[src/rtl/byte_cons_pkg.sv]
// ============================================================================
// Module   : byte_cons_pkg
// Purpose  : Shared types, constants and count clamp for the byte cons block.
// Revision : 1.0 - initial release
// ============================================================================
`default_nettype none

package byte_cons_pkg;

    localparam int BYTES = 8;

    typedef logic [63:0] vec_t;
    typedef logic [3:0]  cnt_t;

    typedef enum logic [1:0] {
        IDLE = 2'd0,
        RUN  = 2'd1,
        RESP = 2'd2
    } state_t;

    // Requests may ask for more bytes than the vector holds.
    function automatic cnt_t clamp_cnt(input cnt_t cnt);
        return (cnt > 4'(BYTES)) ? 4'(BYTES) : cnt;
    endfunction

endpackage

`default_nettype wire

[src/rtl/byte_cons_step.sv]
// ============================================================================
// Module   : byte_cons_step
// Purpose  : One combinational cons step: top source byte enters the vector head.
// Revision : 1.0 - initial release
// ============================================================================
`default_nettype none

module byte_cons_step
    import byte_cons_pkg::*;
(
    input  vec_t i_vec,
    input  vec_t i_src,
    output vec_t o_vec,
    output vec_t o_src
);

    assign o_vec = {i_src[63:56], i_vec[63:8]};
    assign o_src = {i_src[55:0], 8'h00};

endmodule

`default_nettype wire

[src/rtl/byte_cons_sched.sv]
// ============================================================================
// Module   : byte_cons_sched
// Purpose  : Two-port round-robin sequencer around a single byte cons step.
//            Optional completion counters: BYTE_CONS_SCHED_STATS_EN.
// Revision : 1.0 - initial release
// ============================================================================
`default_nettype none

module byte_cons_sched #(
    parameter int BYTES = 8
) (
    input  logic             clk,
    input  logic             rst_n,
    input  logic [1:0]       i_req_valid,
    output logic [1:0]       o_req_ready,
    input  logic [1:0][63:0] i_req_vec,
    input  logic [1:0][63:0] i_req_src,
    input  logic [1:0][3:0]  i_req_cnt,
    output logic             o_rsp_valid,
    input  logic             i_rsp_ready,
    output logic             o_rsp_id,
    output logic [63:0]      o_rsp_vec,
    output logic [63:0]      o_rsp_src
`ifdef BYTE_CONS_SCHED_STATS_EN
    ,
    output logic [31:0]      o_stat_done0,
    output logic [31:0]      o_stat_done1
`endif
);
    import byte_cons_pkg::*;

    if (BYTES != 8) begin : g_bytes_fixed
        $error("byte_cons_sched supports BYTES == 8 only");
    end

    state_t     r_state;
    state_t     w_state_nxt;
    vec_t       r_vec;
    vec_t       r_src;
    cnt_t       r_left;
    logic       r_id;
    logic       r_last;
    logic [1:0] w_grant;
    logic       w_sel;
    logic       w_accept;
    logic       w_step_en;
    vec_t       w_step_vec;
    vec_t       w_step_src;

    // Contention goes to whichever requester was not served last.
    always_comb begin
        w_grant = 2'b00;
        case (i_req_valid)
            2'b01:   w_grant = 2'b01;
            2'b10:   w_grant = 2'b10;
            2'b11:   w_grant = r_last ? 2'b01 : 2'b10;
            default: w_grant = 2'b00;
        endcase
    end

    assign w_sel       = w_grant[1];
    assign w_accept    = (r_state == IDLE) && (w_grant != 2'b00);
    assign o_req_ready = ((r_state == IDLE) && rst_n) ? w_grant : 2'b00;
    // A zero count still spends one RUN cycle, it just leaves the data alone.
    assign w_step_en   = (r_state == RUN) && (r_left != 4'd0);

    byte_cons_step u_step (
        .i_vec (r_vec),
        .i_src (r_src),
        .o_vec (w_step_vec),
        .o_src (w_step_src)
    );

    always_comb begin
        w_state_nxt = r_state;
        case (r_state)
            IDLE:    if (w_accept)          w_state_nxt = RUN;
            RUN:     if (r_left <= 4'd1)    w_state_nxt = RESP;
            RESP:    if (i_rsp_ready)       w_state_nxt = IDLE;
            default:                        w_state_nxt = IDLE;
        endcase
    end

    always_ff @(posedge clk or negedge rst_n) begin
        if (!rst_n) begin
            r_state <= IDLE;
            r_vec   <= '0;
            r_src   <= '0;
            r_left  <= '0;
            r_id    <= 1'b0;
            r_last  <= 1'b1;
        end else begin
            r_state <= w_state_nxt;
            if (w_accept) begin
                r_vec  <= i_req_vec[w_sel];
                r_src  <= i_req_src[w_sel];
                r_left <= clamp_cnt(i_req_cnt[w_sel]);
                r_id   <= w_sel;
                r_last <= w_sel;
            end else if (w_step_en) begin
                r_vec  <= w_step_vec;
                r_src  <= w_step_src;
                r_left <= r_left - 4'd1;
            end
        end
    end

    assign o_rsp_valid = (r_state == RESP);
    assign o_rsp_id    = r_id;
    assign o_rsp_vec   = r_vec;
    assign o_rsp_src   = r_src;

`ifdef BYTE_CONS_SCHED_STATS_EN
    logic [31:0] r_stat_done0;
    logic [31:0] r_stat_done1;

    always_ff @(posedge clk or negedge rst_n) begin
        if (!rst_n) begin
            r_stat_done0 <= '0;
            r_stat_done1 <= '0;
        end else if ((r_state == RESP) && i_rsp_ready) begin
            if (r_id) r_stat_done1 <= r_stat_done1 + 32'd1;
            else      r_stat_done0 <= r_stat_done0 + 32'd1;
        end
    end

    assign o_stat_done0 = r_stat_done0;
    assign o_stat_done1 = r_stat_done1;
`endif

endmodule

`default_nettype wire
[config.mk]
export PLATFORM = sky130hd
export DESIGN_NAME = byte_cons_sched
export DESIGN_NICKNAME = d
export VERILOG_FILES = /design/src/rtl/byte_cons_pkg.sv /design/src/rtl/byte_cons_step.sv /design/src/rtl/byte_cons_sched.sv
export SDC_FILE = /design/constraint.sdc
export NUM_CORES = 1
export LEC_CHECK = 0
export CORE_AREA = 2 2 156 158
export DETAILED_ROUTE_END_ITERATION = 8
export DIE_AREA = 0 0 158 160
export GPL_ROUTABILITY_DRIVEN = 0
export PLACE_DENSITY = 0.8
export SETUP_SLACK_MARGIN = 0.1
export SKIP_CTS_REPAIR_TIMING = 1
export SYNTH_ARGS = -nofsm -noshare
export SYNTH_HDL_FRONTEND = slang
export SYNTH_HIERARCHICAL = 1
export SYNTH_SLANG_ARGS = --single-unit
[constraint.sdc]
create_clock -name clk -period 1.75 [get_ports clk]
set_input_delay 0.35 -clock clk [delete_from_list [all_inputs] [get_ports clk]]
set_output_delay 0.35 -clock clk [all_outputs]
set_load 0.05 [all_outputs]
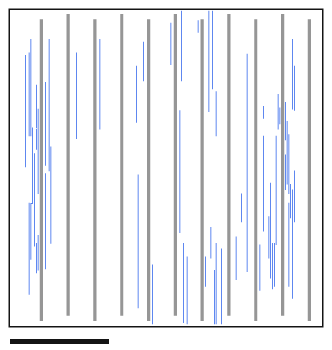
**Above:** run 1 (metal 4).
The bar under the picture is 50 µm long. Supply wires on this layer in gray.
longest straight run	110 µm
share of all routed wire	5.5%
nets with wire on the layer	50
wire length on this layer	2020 µm
main direction	vertical
vias: 8706
final WL: 36800 µm

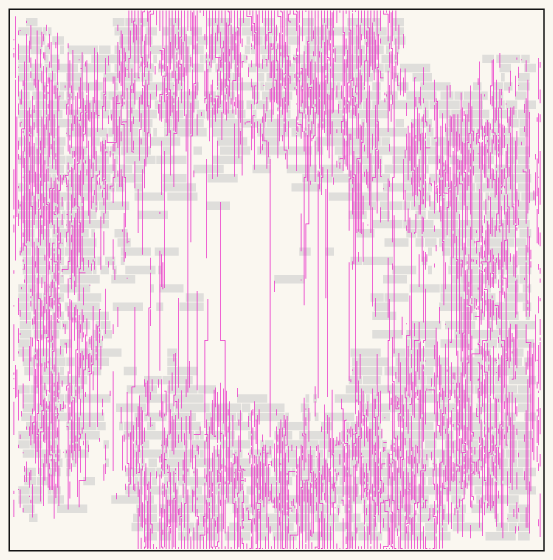
**Above:** run 1 (metal 2).
longest straight run	102 µm
wire length on this layer	17900 µm
main direction	vertical
share of all routed wire	49%

==> flow_summary.ini, run 1 <==
; flow metrics
[clock_tree]
insertion_delay_ps = 420
root_buffer = clkbuf_16
cts_inserted_buffers = 17
clkSinkCount = 136
clk_path_buf_depth = 2
htree_num_levels = 4
path_clk_slew_ps = 60

[global_routing]
grtUsageMet1_pct = 26.5
antenna_found_initial = 0
met3_usage_pct = 5.78
grt_pass1_wl_um = 44200
grtUsageTotal_pct = 22.8
grt_pass1_vias = 8148
grt.overflow.total = 0
busiest_layer = met2
grt.met2_usage_pct = 39.6
grt_max_degree = 126

[synth]
synthAoiAreaFrac_pct = 18.4
postSynthSeqShare_pct = 41.1
mux_share_pct = 10.0
synthArstFlopShare_pct = 100
ys.flop_type = dfrtp_1
topCellsByArea = dfrtp_1 41%, buf_4 12%, nand2_1 12%
simple_gate_share_pct = 13.4
synth_flops = 136
yosysWarnings = 6
synth_top_area_share_pct = 40.8
synth-edff-count = 0
yosys-stat-cells = 898
synthesis.area_um2 = 8290
common_cells = 261 x nand2_1, 137 x buf_4, 135 x dfrtp_1, 84 x o221ai_1, 83 x mux2i_1
largest_area_cell = dfrtp_1

[final_timing]
slew_viol_final = 0
report.final.setup_viol = 94
fmax_mhz = 518
rsz0062_at_grt = yes
tns_ps = -8020
worstMarginPinSlew_ps = 714
hold_viol = 0
whs_ps = 71.8
period_used_pct = 110
worst_slack_ps = -179
max_slew_margin_pct = 52.4

[cells_and_area]
drive_above_1_share_pct = 35.2
post-route-util_pct = 61.5
nonClkBufAreaFrac_pct = 39.6
seq_share_pct = 23.3
lay_top_cells = 265 x clkdlybuf4s50_1, 236 x nand2_1, 174 x buf_4
inv_count = 5
antenna_cells = 0
fin_nets = 1537
logic_gate_count = 564
syn_to_final_growth_pct = 76.7
dominant_cells = buffers
clk_share_pct = 3.84
final_area_um2 = 14600
layout_top_cell = clkdlybuf4s50_1
nClkBuffers = 18
fill_cells = 1886
nonClockBufferCount = 541
combGateArea_um2 = 4450
sh_comb_area_pct = 30.4
nFlopsAndLatches = 136
seq_area_um2 = 3410
stdcell_count = 1601

[placement]
dp_hpwl_um = 23200
pre_cts_slack_ps = -391
postPlaceCellArea_um2 = 12000
dp.cells = 1510

[pwr]
totalPowerFinal_uw = 34000
p_leak_uw = 0.00637

[worst_setup_path]
r2r_start = r_left[1]
worst_path_max_delay_cell = dfrtp_1
path_cells = inv_2 > ha_4 > nor3b_4 > nor2_4 > buf_12 > nor2b_4 > buf_6 > clkbuf_16 > a221o_1
ff2ff_path_depth = 9
path_delay_family = buffers and inverters
critical_path_class = flop to flop
rrSetupSlack_ps = -180
max_stage_delay_ps = 390
critPathLaunchType = flop
path_max_fanout = 7
arrival_ps = 2220
r2r_end = o_rsp_vec[3]
cp_num_cells = 9
crit_start = r_left[1]

[route]
met3WireLength_um = 3200
routed-wl-met2_um = 17900
top_layer_used = met4
dr.first_iter.drc_count = 661
ant_nets = 0
drc = 0

[die]
rows = 57
core_um2 = 23800
die_h_um = 160
initial_utilization_pct = 34.8
io_pins = 401
chipWidth_um = 158
n_tap_cell = 324
chip_area_um2 = 25300

[status]
status = finished with violations
violations = setup timing

[worst_hold_path]
hp-class = input port to asynchronous set/reset pin

[run]
cap_viol_max_count = 0
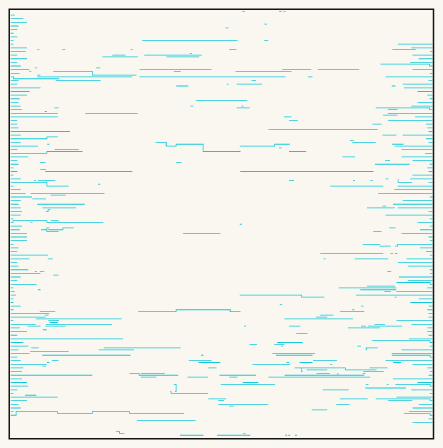
**Above:** run 1 (signal wires on met3).
share of all routed wire	8.7%
longest straight run	54.3 µm
nets with wire on the layer	320

[run 1: power by group]
| group | internal, µW | leakage (µW) | switching (µW) |
|---|---|---|---|
| Sequential | 4890 | 0.00164 | 1950 |
| Combinational | 10200 | 0.00446 | 13400 |
| Clock | 2000 | 0.000266 | 1470 |
| Total | 17100 | 0.00637 | 16900 |
[run 1: logic make-up (layout without fill, tap and decap cells)]
| kind of cell | after synthesis | in the layout |
|---|---|---|
| other cells | 1 | 8 |
| compound gates | 189 | 189 |
| buf+inv | 205 | 577 |
| fa+ha+maj | 3 | 3 |
| flops | 136 | 136 |
| xor+xnor | 1 | 1 |
| simple gates | 280 | 280 |
| mux | 83 | 83 |
**Run 1: the metal 1 layer**

The bar under the picture is 50 µm long. Supply wires on this layer in gray.
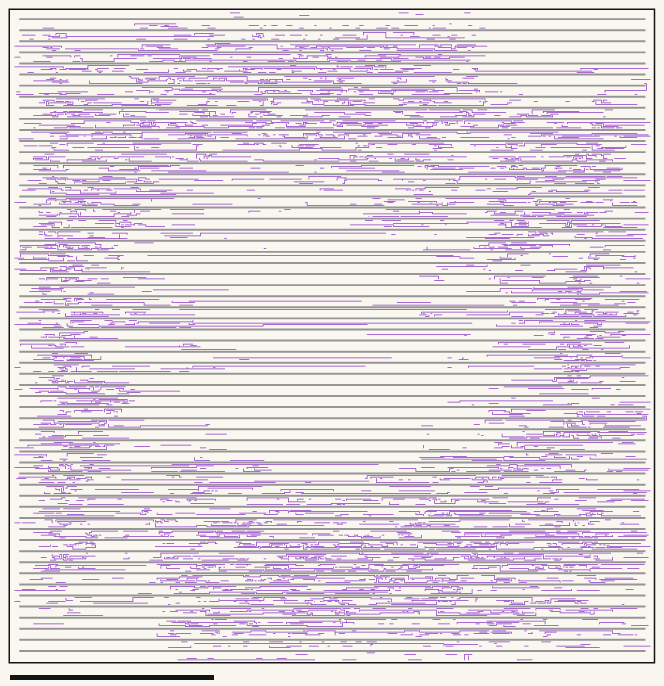

==> run 2, diff against run 1 <==
--- a/config.mk
+++ b/config.mk
@@ -5,11 +5,11 @@
 export SDC_FILE = /design/constraint.sdc
 export NUM_CORES = 1
 export LEC_CHECK = 0
-export CORE_AREA = 2 2 156 158
+export CORE_MARGIN = 10
+export CORE_UTILIZATION = 38
 export DETAILED_ROUTE_END_ITERATION = 8
-export DIE_AREA = 0 0 158 160
 export GPL_ROUTABILITY_DRIVEN = 0
-export PLACE_DENSITY = 0.8
+export PLACE_DENSITY = 0.85
 export SETUP_SLACK_MARGIN = 0.1
 export SKIP_CTS_REPAIR_TIMING = 1
 export SYNTH_ARGS = -nofsm -noshare
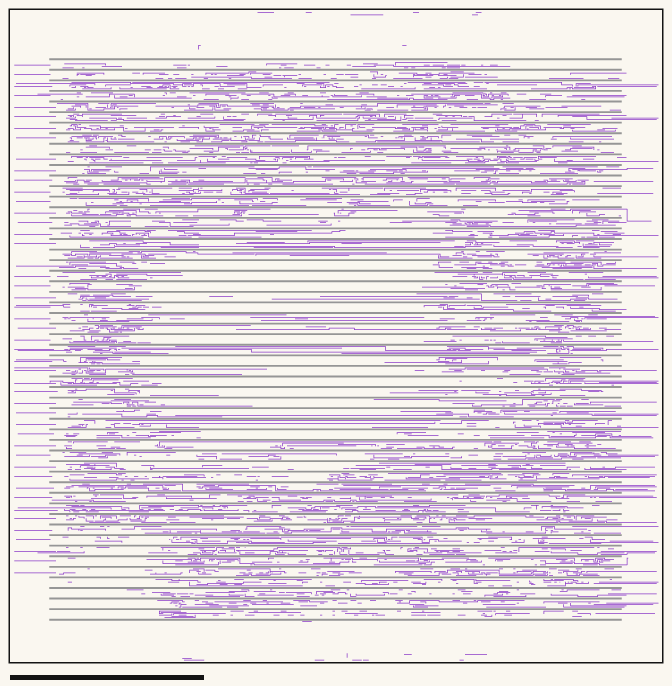
**Above:** run 2 (the metal 1 layer).
The bar under the picture is 50 µm long. Supply wires on this layer in gray.
nets with wire on the layer	1362
wire length on this layer	15600 µm
longest straight run	86.0 µm
main direction	horizontal
vias: 8781
M1 GR Usage: 25.7%
final WL: 40300 µm

==> run 2 against run 1 <==
  * Critical path depth unchanged
  * Critical path type unchanged
  * Power increased by 7.4%
  * Die size increased by 11%
  * Highest routed layer unchanged
  * Clock-buffer cell count increased by 1
  * Register-to-register slack improved by 30 ps
  * Maximum frequency increased by 1.6%
  * Critical endpoint is now o_rsp_src[49]
  * Clock skew decreased by 2.5 ps
  * Sequential cell count unchanged
  * The run still ends with setup timing left
  * First-iteration DRC count increased by 32%
==> flow_summary.ini, run 2 <==
; flow metrics
[status]
status = finished with violations
violations = setup timing

[die]
chip_area_um2 = 28100
rows = 53
n_tap_cell = 275
chipWidth_um = 168
initial_utilization_pct = 39.1
die_h_um = 168
io_pins = 401
core_um2 = 21200

[cells_and_area]
nFlopsAndLatches = 136
final_area_um2 = 14500
nonClkBufAreaFrac_pct = 38.9
nClkBuffers = 19
antenna_cells = 0
combGateArea_um2 = 4420
logic_gate_count = 565
seq_area_um2 = 3410
fill_cells = 1507
lay_top_cells = 265 x clkdlybuf4s50_1, 211 x nand2_1, 176 x buf_4
drive_above_1_share_pct = 34.9
fin_nets = 1533
stdcell_count = 1549
syn_to_final_growth_pct = 74.7
seq_share_pct = 23.5
sh_comb_area_pct = 30.5
nonClockBufferCount = 536
dominant_cells = buffers
post-route-util_pct = 68.3
layout_top_cell = clkdlybuf4s50_1
inv_count = 5
clk_share_pct = 4.55

[final_timing]
slew_viol_final = 0
tns_ps = -5680
worst_slack_ps = -149
hold_viol = 0
fmax_mhz = 527
max_slew_margin_pct = 40.0
worstMarginPinSlew_ps = 900
rsz0062_at_grt = yes
post-route-min-period_ps = 1900
fin_skew_ps = 8.50
report.final.setup_viol = 55
period_used_pct = 109
whs_ps = 125

[synth]
syn_inst = 898
synthesis.area_um2 = 8290
yosys-stat-cells = 898
synth_cell_types = 39
avgSynthCellArea_um2 = 9.23
synth_flops = 136
ys_chip_area_um2 = 8290
common_cells = 261 x nand2_1, 137 x buf_4, 135 x dfrtp_1, 84 x o221ai_1, 83 x mux2i_1
postSynthSeqShare_pct = 41.1
ys.flop_type = dfrtp_1
synth.most_common_cell = nand2_1
yosysWarnings = 6
largest_area_cell = dfrtp_1
synth-edff-count = 0
synthArstFlopShare_pct = 100
synth_top_area_share_pct = 40.8
topCellsByArea = dfrtp_1 41%, buf_4 12%, nand2_1 12%

[route]
via_per_inst = 5.67
first_pass_iters = 5
ant_nets = 0
dr.first_iter.drc_count = 873
drc = 0
routedWlPerCell_um = 26.0

[worst_setup_path]
crit_start = r_left[1]
cp_num_cells = 9
cp_data_required_time_ps = 2050
worst_path_max_delay_cell = dfrtp_1
path_max_fanout = 6
rrSetupSlack_ps = -150
r2r_end = o_rsp_src[49]
path_cells = inv_2 > ha_4 > nor3b_4 > buf_6 > nor2_4 > nor2b_4 > buf_12 > clkbuf_16 > a221o_1
path_delay_family = buffers and inverters
critPathLaunchType = flop
cp_num_buf_inv = 4
endpoint_kind = flop
r2r_start = r_left[1]
arrival_ps = 2200
ff2ff_path_depth = 9
max_stage_delay_ps = 370
critical_path_class = flop to flop
crit_path_end = o_rsp_src[49]

[pwr]
p_seq_share_pct = 19.2
power-top-group = combinational cells
totalPowerFinal_uw = 36500
powerDensity_nw_per_um2 = 2520
p_leak_uw = 0.00659
p_int_uw = 18200
p_comb_share_pct = 69.6
powerClk_uw = 4100
p_seq_uw = 6990
swShare_pct = 50.1
netSwitchingPower_uw = 18300
clkPwrFrac_pct = 11.3
p_comb_uw = 25400
peakVddDrop_v = 0.00146

[clock_tree]
root_buffer = clkbuf_16
clk_path_buf_depth = 2
clkSinkCount = 136
htree_num_levels = 4
cts_tree = done
cts_inserted_buffers = 17
path_clk_slew_ps = 60
insertion_delay_ps = 420

[global_routing]
grtUsageTotal_pct = 22.2
grt_pass1_wl_um = 49300
antenna_found_initial = 0
grt_max_degree = 82
grt_pass1_vias = 8570
grt.overflow.total = 0

[run]
cap_viol_max_count = 0
tool_warnings = 29

[placement]
io_buffers = 400
dp_hpwl_um = 26300
pre_cts_slack_ps = -443
postPlaceCellArea_um2 = 11900
dp.cells = 1458

[worst_hold_path]
hp-class = input port to asynchronous set/reset pin
-- run 2: cell counts after synthesis --
No cell type changed its count.
-- run 2: metal layers --
metal | GRT usage [%] | share of wire [%] | wire, µm | up-vias
met4 | 11.1 | 3.8 | 1550 | 0
met1 | 25.7 | 39 | 15600 | 4274
met3 | 6.76 | 9.3 | 3750 | 101
met5 | 0 | 0 | 0 | -
met2 | 36.4 | 48 | 19400 | 582
li1 | - | - | - | 3824
-- run 2: cells by family after synthesis --
family	after synthesis	synth area share [%]
mux	83	10.0
flops	136	41.1
other cells	1	0.0452
buf+inv	205	16.5
simple gates	280	13.4
fa+ha+maj	3	0.453
compound gates	189	18.4
xor+xnor	1	0.106
Power is estimated from default activity; no workload was simulated.
